File: src/rtl/vga_pkg.sv
// Constants and types shared by the VRAM writer and the scan-out path for the
// 320x240, 4 bpp packed frame buffer.
package vga_pkg;

    localparam int H_ACTIVE       = 320;
    localparam int V_ACTIVE       = 240;
    localparam int WORDS_PER_LINE = 80;
    localparam int VRAM_WORDS     = 19200;
    localparam int PIX_PER_WORD   = 4;

    typedef logic [3:0]  pixel_t;
    typedef logic [15:0] vram_word_t;

    typedef enum logic {
        OP_PLOT = 1'b0,
        OP_FILL = 1'b1
    } cmd_op_t;

    typedef enum logic [2:0] {
        IDLE = 3'd0,
        RD   = 3'd1,
        WAIT = 3'd2,
        WR   = 3'd3,
        FILL = 3'd4
    } writer_state_t;

endpackage

File: src/rtl/vram_addr_calc.sv
// Maps a pixel coordinate to its packed VRAM word, nibble index and an
// in-frame flag. Purely combinational; scan-out uses the same mapping.
module vram_addr_calc
    import vga_pkg::*;
(
    input  logic [8:0]  x,
    input  logic [8:0]  y,
    output logic [15:0] word_addr,
    output logic [1:0]  nibble,
    output logic        in_range
);

    logic [15:0] y_w;

    assign y_w = {7'd0, y};

    // y*80 as two shifts keeps this a pair of adders, no multiplier
    assign word_addr = (y_w << 6) + (y_w << 4) + {9'd0, x[8:2]};
    assign nibble    = x[1:0];
    assign in_range  = (x < 9'(H_ACTIVE)) && (y < 9'(V_ACTIVE));

endmodule

File: src/rtl/vram_pixel_writer.sv
// Port-B write agent for the packed frame buffer: single-pixel plots via
// read-modify-write of one nibble, and full-frame fills as a write stream.
module vram_pixel_writer
    import vga_pkg::*;
(
    input  logic        clock,
    input  logic        reset_n,
    input  logic        cmd_valid,
    output logic        cmd_ready,
    input  logic        cmd_op,
    input  logic [8:0]  cmd_x,
    input  logic [8:0]  cmd_y,
    input  logic [3:0]  cmd_color,
    output logic [15:0] vram_addr,
    output logic        vram_re,
    input  logic [15:0] vram_rdata,
    output logic        vram_we,
    output logic [15:0] vram_wdata,
    output logic        done,
    output logic        err
);

    writer_state_t state, state_nxt;

    logic [15:0] calc_addr;
    logic [1:0]  calc_nib;
    logic        calc_in_range;

    logic [1:0]  nib_q;
    pixel_t      color_q;
    logic        accept;

    vram_word_t  addr_nxt, wdata_nxt;
    logic        re_nxt, we_nxt, done_nxt, err_nxt, ready_nxt;

    vram_addr_calc u_addr_calc (
        .x         (cmd_x),
        .y         (cmd_y),
        .word_addr (calc_addr),
        .nibble    (calc_nib),
        .in_range  (calc_in_range)
    );

    // Nibble 0 is the leftmost pixel, held in the top four bits.
    function automatic vram_word_t put_nibble(input vram_word_t w,
                                              input logic [1:0] n,
                                              input pixel_t c);
        vram_word_t r;
        r = w;
        case (n)
            2'd0:    r[15:12] = c;
            2'd1:    r[11:8]  = c;
            2'd2:    r[7:4]   = c;
            default: r[3:0]   = c;
        endcase
        return r;
    endfunction

    assign accept = cmd_valid && cmd_ready;

    always_comb begin
        state_nxt = state;
        addr_nxt  = vram_addr;
        wdata_nxt = vram_wdata;
        re_nxt    = 1'b0;
        we_nxt    = 1'b0;
        done_nxt  = 1'b0;
        err_nxt   = 1'b0;
        case (state)
            IDLE: begin
                if (accept) begin
                    if (cmd_op_t'(cmd_op) == OP_FILL) begin
                        state_nxt = FILL;
                        addr_nxt  = '0;
                        wdata_nxt = {4{cmd_color}};
                        we_nxt    = 1'b1;
                    end else if (calc_in_range) begin
                        state_nxt = RD;
                        addr_nxt  = calc_addr;
                        re_nxt    = 1'b1;
                    end else begin
                        err_nxt   = 1'b1;
                    end
                end
            end
            RD:   state_nxt = WAIT;
            // rdata for the word addressed in RD is valid in this cycle
            WAIT: begin
                state_nxt = WR;
                wdata_nxt = put_nibble(vram_rdata, nib_q, color_q);
                we_nxt    = 1'b1;
            end
            WR: begin
                state_nxt = IDLE;
                done_nxt  = 1'b1;
            end
            FILL: begin
                if (vram_addr == 16'(VRAM_WORDS - 1)) begin
                    state_nxt = IDLE;
                    addr_nxt  = '0;
                    done_nxt  = 1'b1;
                end else begin
                    addr_nxt  = vram_addr + 16'd1;
                    we_nxt    = 1'b1;
                end
            end
            default: state_nxt = IDLE;
        endcase
        ready_nxt = (state_nxt == IDLE);
    end

    always_ff @(posedge clock) begin
        if (!reset_n) begin
            state      <= IDLE;
            cmd_ready  <= 1'b1;
            vram_addr  <= '0;
            vram_re    <= 1'b0;
            vram_we    <= 1'b0;
            vram_wdata <= '0;
            done       <= 1'b0;
            err        <= 1'b0;
        end else begin
            state      <= state_nxt;
            cmd_ready  <= ready_nxt;
            vram_addr  <= addr_nxt;
            vram_re    <= re_nxt;
            vram_we    <= we_nxt;
            vram_wdata <= wdata_nxt;
            done       <= done_nxt;
            err        <= err_nxt;
        end
    end

    // Plot fields are only consumed after accept, so they need no reset.
    always_ff @(posedge clock) begin
        if (accept) begin
            nib_q   <= calc_nib;
            color_q <= cmd_color;
        end
    end

endmodule

File: config.mk
export PLATFORM = sky130hd
export DESIGN_NAME = vram_pixel_writer
export DESIGN_NICKNAME = d
export VERILOG_FILES = /design/src/rtl/vga_pkg.sv /design/src/rtl/vram_addr_calc.sv /design/src/rtl/vram_pixel_writer.sv
export SDC_FILE = /design/constraint.sdc
export NUM_CORES = 1
export LEC_CHECK = 0
export CAP_MARGIN = 20
export CORE_AREA = 2 2 80 82
export DETAILED_ROUTE_END_ITERATION = 7
export DIE_AREA = 0 0 82 84
export GPL_TIMING_DRIVEN = 0
export PLACE_DENSITY = 0.8
export SYNTH_ARGS = -nofsm -noshare
export SYNTH_HDL_FRONTEND = slang
export SYNTH_SLANG_ARGS = --single-unit
File: constraint.sdc
create_clock -name clock -period 5.6 [get_ports clock]
set_input_delay 1.12 -clock clock [delete_from_list [all_inputs] [get_ports clock]]
set_output_delay 1.12 -clock clock [all_outputs]
set_load 0.005 [all_outputs]
==> run_1/clock_nets.png <==
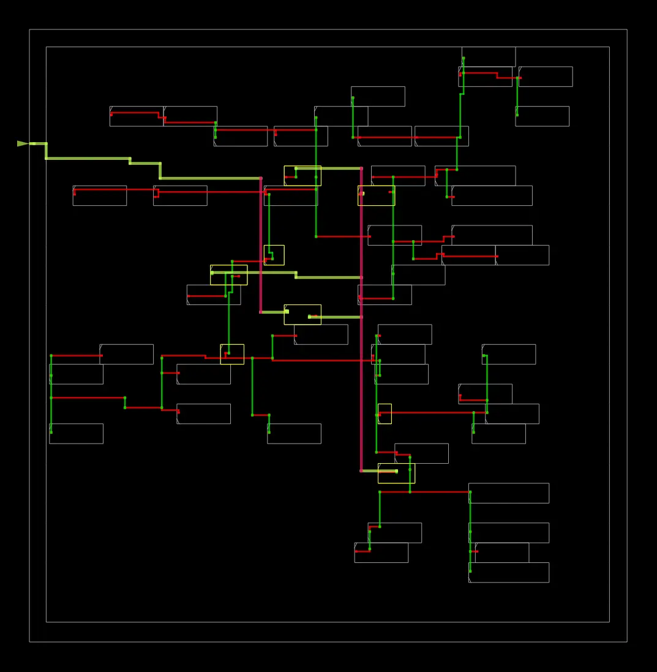
clock sink count: 46
clk ins delay skew pair: 0.31 ns

==> run_1/m1.png <==
Supply wires on this layer in grey.
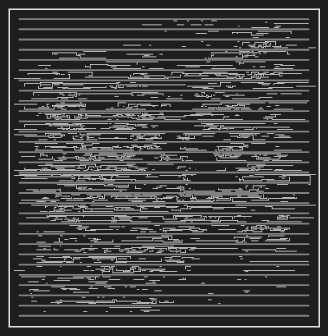
main direction: horizontal
share of all routed wire: 43%
nets with wire on the layer: 431

==> run_1/m3.png <==
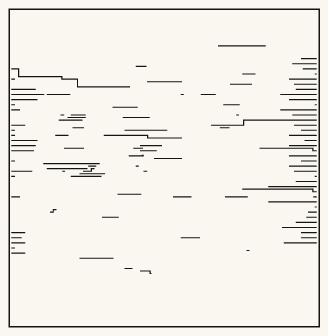
main direction: horizontal
wire length on this layer: 585 um
nets with wire on the layer: 92
longest straight run: 19.3 um
vias: 2965
met3 usage: 4.44%
total wire length: 8160 um

==> qor.csv, run 1 <==
metric,value,unit
Layout Nets,487,
"CTS clk-pin slew, worst paths",0.09,ns
switch share,31.9,%
Synth top cells by count,"a21oi_1, dfxtp_1, nor2_1, o21ai_0",
final core occ,63.7,%
tool warnings,26,
Dominant comb cell,AND-OR/OR-AND gates,
cells on worst reg2reg path,6,
Crit path depth,9,
most numerous logic cells after layout,"clkdlybuf4s50_1, a21oi_1, dfxtp_1",
mux share of post-synthesis cell area,7.21,%
Ports,79,
Post-synth seq share,33.7,%
sequential share of power,45.0,%
largest net degree at the start of global routing,16,
number of global-route vias before repair,2842,
Rows,29,
VDD IR-drop max,111,uV
Clock Skew,0.00882,ns
Critical Path End Type,register,
CTS tree,built,
Yosys chip area,2910,um2
DR WL met3,585,um
Synth cell types,56,
CP Launch Type,primary input,
Tot Pwr,863,uW
status,"finished, final reports clean",
worst hold path class,register to register,
metal2 WL,3920,um
endpoints failing hold,0,
DPL Wire Length,6140,um
"FFs w/ async S/R, synth",0,%
Final setup viols,0,
Least-Margin Pin Slew,0.766,ns
CP startpoint,cmd_y[0],
worst setup path end,vram_addr[13],
area grow syn2layout,33.2,%
most common cell in the netlist,a21oi_1,
Antenna diodes,0,
Logic cell area,1800,um2
post-route ant nets,0,
Tmin final,3.45,ns
register area,981,um2
drt wl/cell,16.2,um
Post-Syn Nets,402,
"flops & latches, synth",46,
average size of a mapped cell,8.57,um2
Pre-antenna DRT Iters,4,
placed cell area,3790,um2
fin cells,503,
chip width,82,um
first-pass GRT wire length,13100,um
Critical Path RT,5.78,ns
Most common reg cell,dfxtp_1,
Ys Warns,0,
combinational power,264,uW
FF-to-FF End,vram_addr[8],
Leak Pwr,0.00140,uW
PnR worst setup slack,2.15,ns
R2R Path Start,vram_addr[0],
critical path's top delay family,adder cells,
max-slew violation count,0,
"Setup Fix Bufs, Post-CTS",0,
ys cells,340,
PostCTS Resize Cnt,0,
Setup TNS Final,0,ns
worst hold stages,2,
Int Pwr,588,uW
final instance area,3880,um2
DRT iter0 DRCs,195,
ao+oa area frac,24.0,%
Seq. pwr,389,uW
Top area cell types,"dfxtp_1, ha_1, a21oi_1",
RSZ-0062 raised after global routing,no,
-- run 1: routing by layer --
metal	vias up	track usage, %
met4	0	6.97
met2	142	40.7
met3	17	4.44
met1	1361	30.6
met5	-	0
li1	1445	-
-- run 1: worst register-to-register path, delay by kind of cell, from the launching register on --
kind | cells | cell delay, ns
and+or+nand+nor | 4 | 1.39
DFF | 1 | 0.48
AOI/OAI and AO/OA | 1 | 0.34
adders and majority gates | 1 | 0.28
-- run 1: final cells by class --
type,count,share of cell area (%)
plain buffers,16,1.81
clock buffers,5,1.77
clock inverters,3,0.548
inverters,18,1.74
multi-input cells,260,46.3
flip-flops and latches,46,25.3
well taps,77,2.48
repair buffers,78,20.1
-- run 1: state kept, by name (all words and copies together) (netlist names), 2 cells and up --
register,flops
vram_addr,16
vram_wdata,16
color_q,4
state,3
nib_q,2
==> run 1 -> run 2 <==
--- a/config.mk
+++ b/config.mk
@@ -6,11 +6,11 @@
 export NUM_CORES = 1
 export LEC_CHECK = 0
 export CAP_MARGIN = 20
-export CORE_AREA = 2 2 80 82
+export CORE_AREA = 2 2 85 87
 export DETAILED_ROUTE_END_ITERATION = 7
-export DIE_AREA = 0 0 82 84
+export DIE_AREA = 0 0 87 89
 export GPL_TIMING_DRIVEN = 0
-export PLACE_DENSITY = 0.8
+export PLACE_DENSITY = 0.75
 export SYNTH_ARGS = -nofsm -noshare
 export SYNTH_HDL_FRONTEND = slang
 export SYNTH_SLANG_ARGS = --single-unit
==> constraint.sdc (replaced) <==
create_clock -name clock -period 2.9 [get_ports clock]
set_input_delay 0.58 -clock clock [delete_from_list [all_inputs] [get_ports clock]]
set_output_delay 0.58 -clock clock [all_outputs]
set_load 0.005 [all_outputs]
==> run_2/m1.png <==
Supply wires on this layer in grey.
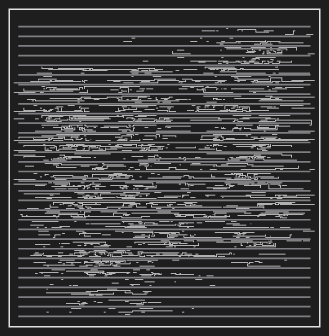
nets with wire on the layer: 437
main direction: horizontal
share of all routed wire: 44%
wire length on this layer: 3610 um
total wire length: 8250 um
met1 usage: 26.8%

==> run_2/clock_nets.png <==
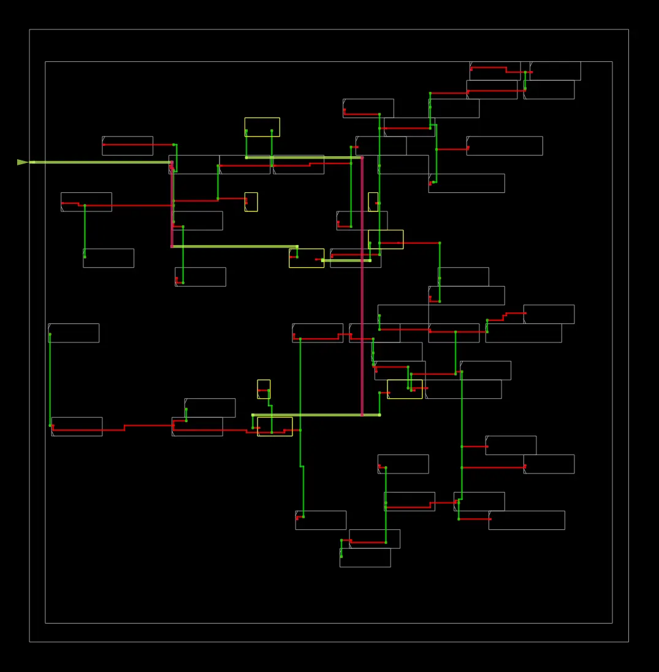
clock-net power: 391 uW
Clock Skew: 0.00298 ns
cts bufs inserted: 5

==> run 2 against run 1 <==
  * Sequential share of layout area decreased by 0.12 points
  * Via count increased by 0.13%
  * First-iteration DRC count decreased by 3.1%
  * Non-clock buffer count unchanged
  * Worst setup slack got worse by 2.0 ns
  * Largest cell class unchanged
==> qor.csv, run 2 <==
metric,value,unit
status,"finished, final reports clean",
switch share,31.3,%
Post-synth seq share,33.7,%
CP startpoint,cmd_x[8],
number of global-route vias before repair,2810,
clock sink count,46,
Final setup viols,0,
worst hold path class,register to register,
flip-flops,46,
VDD IR-drop max,230,uV
sequential share of cell area,25.2,%
most common cell in the netlist,a21oi_1,
Critical Path RT,3.07,ns
Clock Buffer Count,6,
"flops & latches, synth",46,
first-pass GRT wire length,13200,um
register area,981,um2
drt wl/cell,16.3,um
Setup TNS Final,0,ns
FF-to-FF End,vram_addr[8],
Synth top cells by count,"a21oi_1, dfxtp_1, nor2_1, o21ai_0",
PnR worst setup slack,0.126,ns
mux share of post-synthesis cell area,7.21,%
most numerous logic cells after layout,"clkdlybuf4s50_1, a21oi_1, dfxtp_1",
busiest grt layer,met2,
Tot Pwr,1660,uW
largest net degree at the start of global routing,15,
Non-CTS buffers,94,
combinational share of cell area,46.6,%
Dominant comb cell,AND-OR/OR-AND gates,
clk ins delay skew pair,0.30,ns
Tmin final,2.77,ns
Top area cell types,"dfxtp_1, ha_1, a21oi_1",
CP Launch Type,primary input,
Post-Syn Nets,402,
average size of a mapped cell,8.57,um2
Antenna diodes,0,
ao+oa area frac,24.0,%
Inverters,18,
endpoints failing hold,0,
Least-Margin Pin Slew,0.818,ns
Rows,30,
"FFs w/ async S/R, synth",0,%
fin cells,506,
final core occ,58.0,%
DPL Wire Length,6150,um
Ports,79,
sequential share of power,45.2,%
placed cell area,3790,um2
area grow syn2layout,33.8,%
Synth cell types,56,
Seq. pwr,748,uW
Pre-antenna DRT Iters,7,
combinational power,517,uW
DR WL met3,600,um
met2 usage in global routing,37.8,%
post-route ant nets,0,
Most common reg cell,dfxtp_1,
"CTS clk-pin slew, worst paths",0.09,ns
DRT iter0 DRCs,189,
Leak Pwr,0.00140,uW
==> run_2/m3.png <==
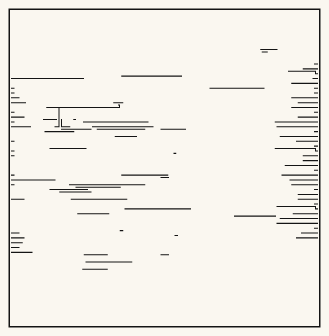
vias: 2969
met3 usage: 4.43%

==> run 2: cell counts after synthesis <==
Identical to the previous run, type by type.
==> run 2: worst min path at each step <==
stage,end,slack [ns],cells past startpoint
6_report,vram_addr[9],0.53,2
5_1_grt,vram_wdata[11],0.55,2
4_1_cts,vram_wdata[13],0.53,2
3_5_place_dp,vram_wdata[13],0.53,2
3_3_place_gp,vram_wdata[0],0.52,2
2_1_floorplan,state[1],0.49,1
==> run 2: critical path: cells and delay by family <==
family / cells / cell delay (ns)
fa+ha+maj: 2 / 0.90
buf+inv: 2 / 0.53
mux: 1 / 0.32
simple gates: 1 / 0.15
compound gates: 3 / 0.46
==> run 2: what timing repair did <==
action / CTS / global route
setup endpoints to repair: 2 / 9
resized: 3 / 3
hold endpoints to repair: 0 / 0
pin swaps: 1 / 3
==> run 2 -> run 3 <==
--- a/config.mk
+++ b/config.mk
@@ -9,7 +9,6 @@
 export CORE_AREA = 2 2 85 87
 export DETAILED_ROUTE_END_ITERATION = 7
 export DIE_AREA = 0 0 87 89
-export GPL_TIMING_DRIVEN = 0
 export PLACE_DENSITY = 0.75
 export SYNTH_ARGS = -nofsm -noshare
 export SYNTH_HDL_FRONTEND = slang
==> run_3/clock_nets.png <==
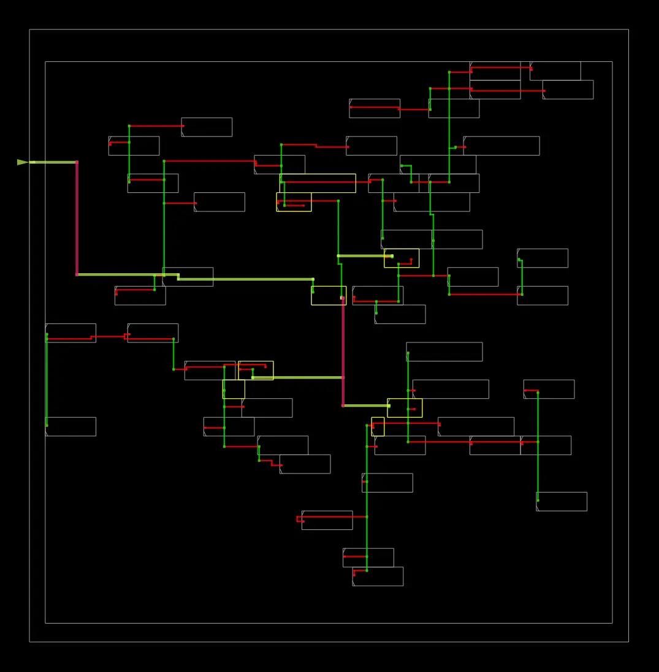
clk ins delay skew pair: 0.30 ns
Clock Skew: 0.00877 ns
clock-net power: 488 uW
Clock Buffer Count: 5

==> run_3/m3.png <==
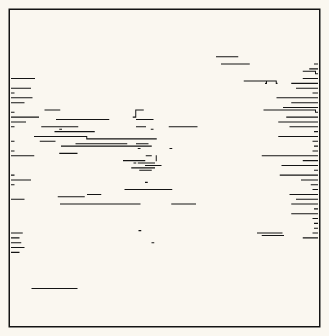
main direction: horizontal
nets with wire on the layer: 84
wire length on this layer: 542 um
share of all routed wire: 6.7%
total wire length: 8150 um
met3 usage: 4.06%

==> run 3 against run 2 <==
  * Via count did not move
  * Cell count shrank 0.59%
  * Largest cell class unchanged
  * Die size stayed put
  * Core utilization is 0.95 points higher
  * Clock power up 25%
  * Critical path depth up 2
  * Synthesized area is the same
  * Worst setup slack better by 0.0047 ns
==> qor.csv, run 3 <==
metric,value,unit
"Setup Fix Bufs, Post-CTS",0,
placed cell area,3830,um2
Pre-antenna DRT Iters,5,
area grow syn2layout,36.0,%
clock sink count,46,
final core occ,59.0,%
Final setup viols,0,
critical path's top delay family,adder cells,
cts bufs inserted,5,
first-pass GRT wire length,13300,um
Top area cell types,"dfxtp_1, ha_1, a21oi_1",
Yosys chip area,2910,um2
worst setup path end,vram_addr[8],
cells on worst reg2reg path,6,
PostCTS Resize Cnt,0,
worst hold path class,register to register,
Int Pwr,1240,uW
endpoints failing hold,0,
"FFs w/ async S/R, synth",0,%
Post-Syn Nets,402,
drt wl/cell,16.2,um
Critical Path End Type,register,
max-slew violation count,0,
status,"finished, final reports clean",
Tot Pwr,1770,uW
"flops & latches, synth",46,
Synth top cells by count,"a21oi_1, dfxtp_1, nor2_1, o21ai_0",
Critical Path RT,3.08,ns
Layout Nets,484,
Hold Crit Endpoint,vram_wdata[7],
PnR worst setup slack,0.131,ns
chip width,87,um
DRT iter0 DRCs,169,
"CTS clk-pin slew, worst paths",0.09,ns
VDD IR-drop max,300,uV
==> run_3/m1.png <==
Supply wires on this layer in grey.
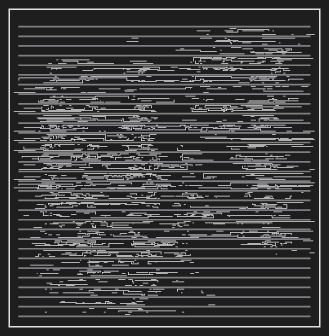
share of all routed wire: 43%
longest straight run: 28.1 um
wire length on this layer: 3540 um
main direction: horizontal
nets with wire on the layer: 436
met1 usage: 26.5%

==> run 3: cell counts after synthesis <==
Identical to the previous run, type by type.
==> run 3: final cells by class <==
cell class / instances / share of cell area (%)
multi-input cells: 260 / 46.0
flip-flops and latches: 46 / 24.7
repair buffers: 91 / 22.2
well taps: 80 / 2.53
clock buffers: 5 / 1.74
inverters: 18 / 1.70
clock inverters: 3 / 1.10
==> run 3: logic make-up (layout without fill, tap and decap cells) <==
family,Yosys count,after routing,share of synthesized area (%)
AND-OR/OR-AND,111,111,24.0
XOR/XNOR,6,6,1.80
flip-flops,46,46,33.7
multiplexers,19,19,7.21
buffers and inverters,34,117,4.72
adder cells (fa/ha/maj),20,20,9.10
AND/OR/NAND/NOR,104,104,19.5
Power and IR drop assume default switching activity.
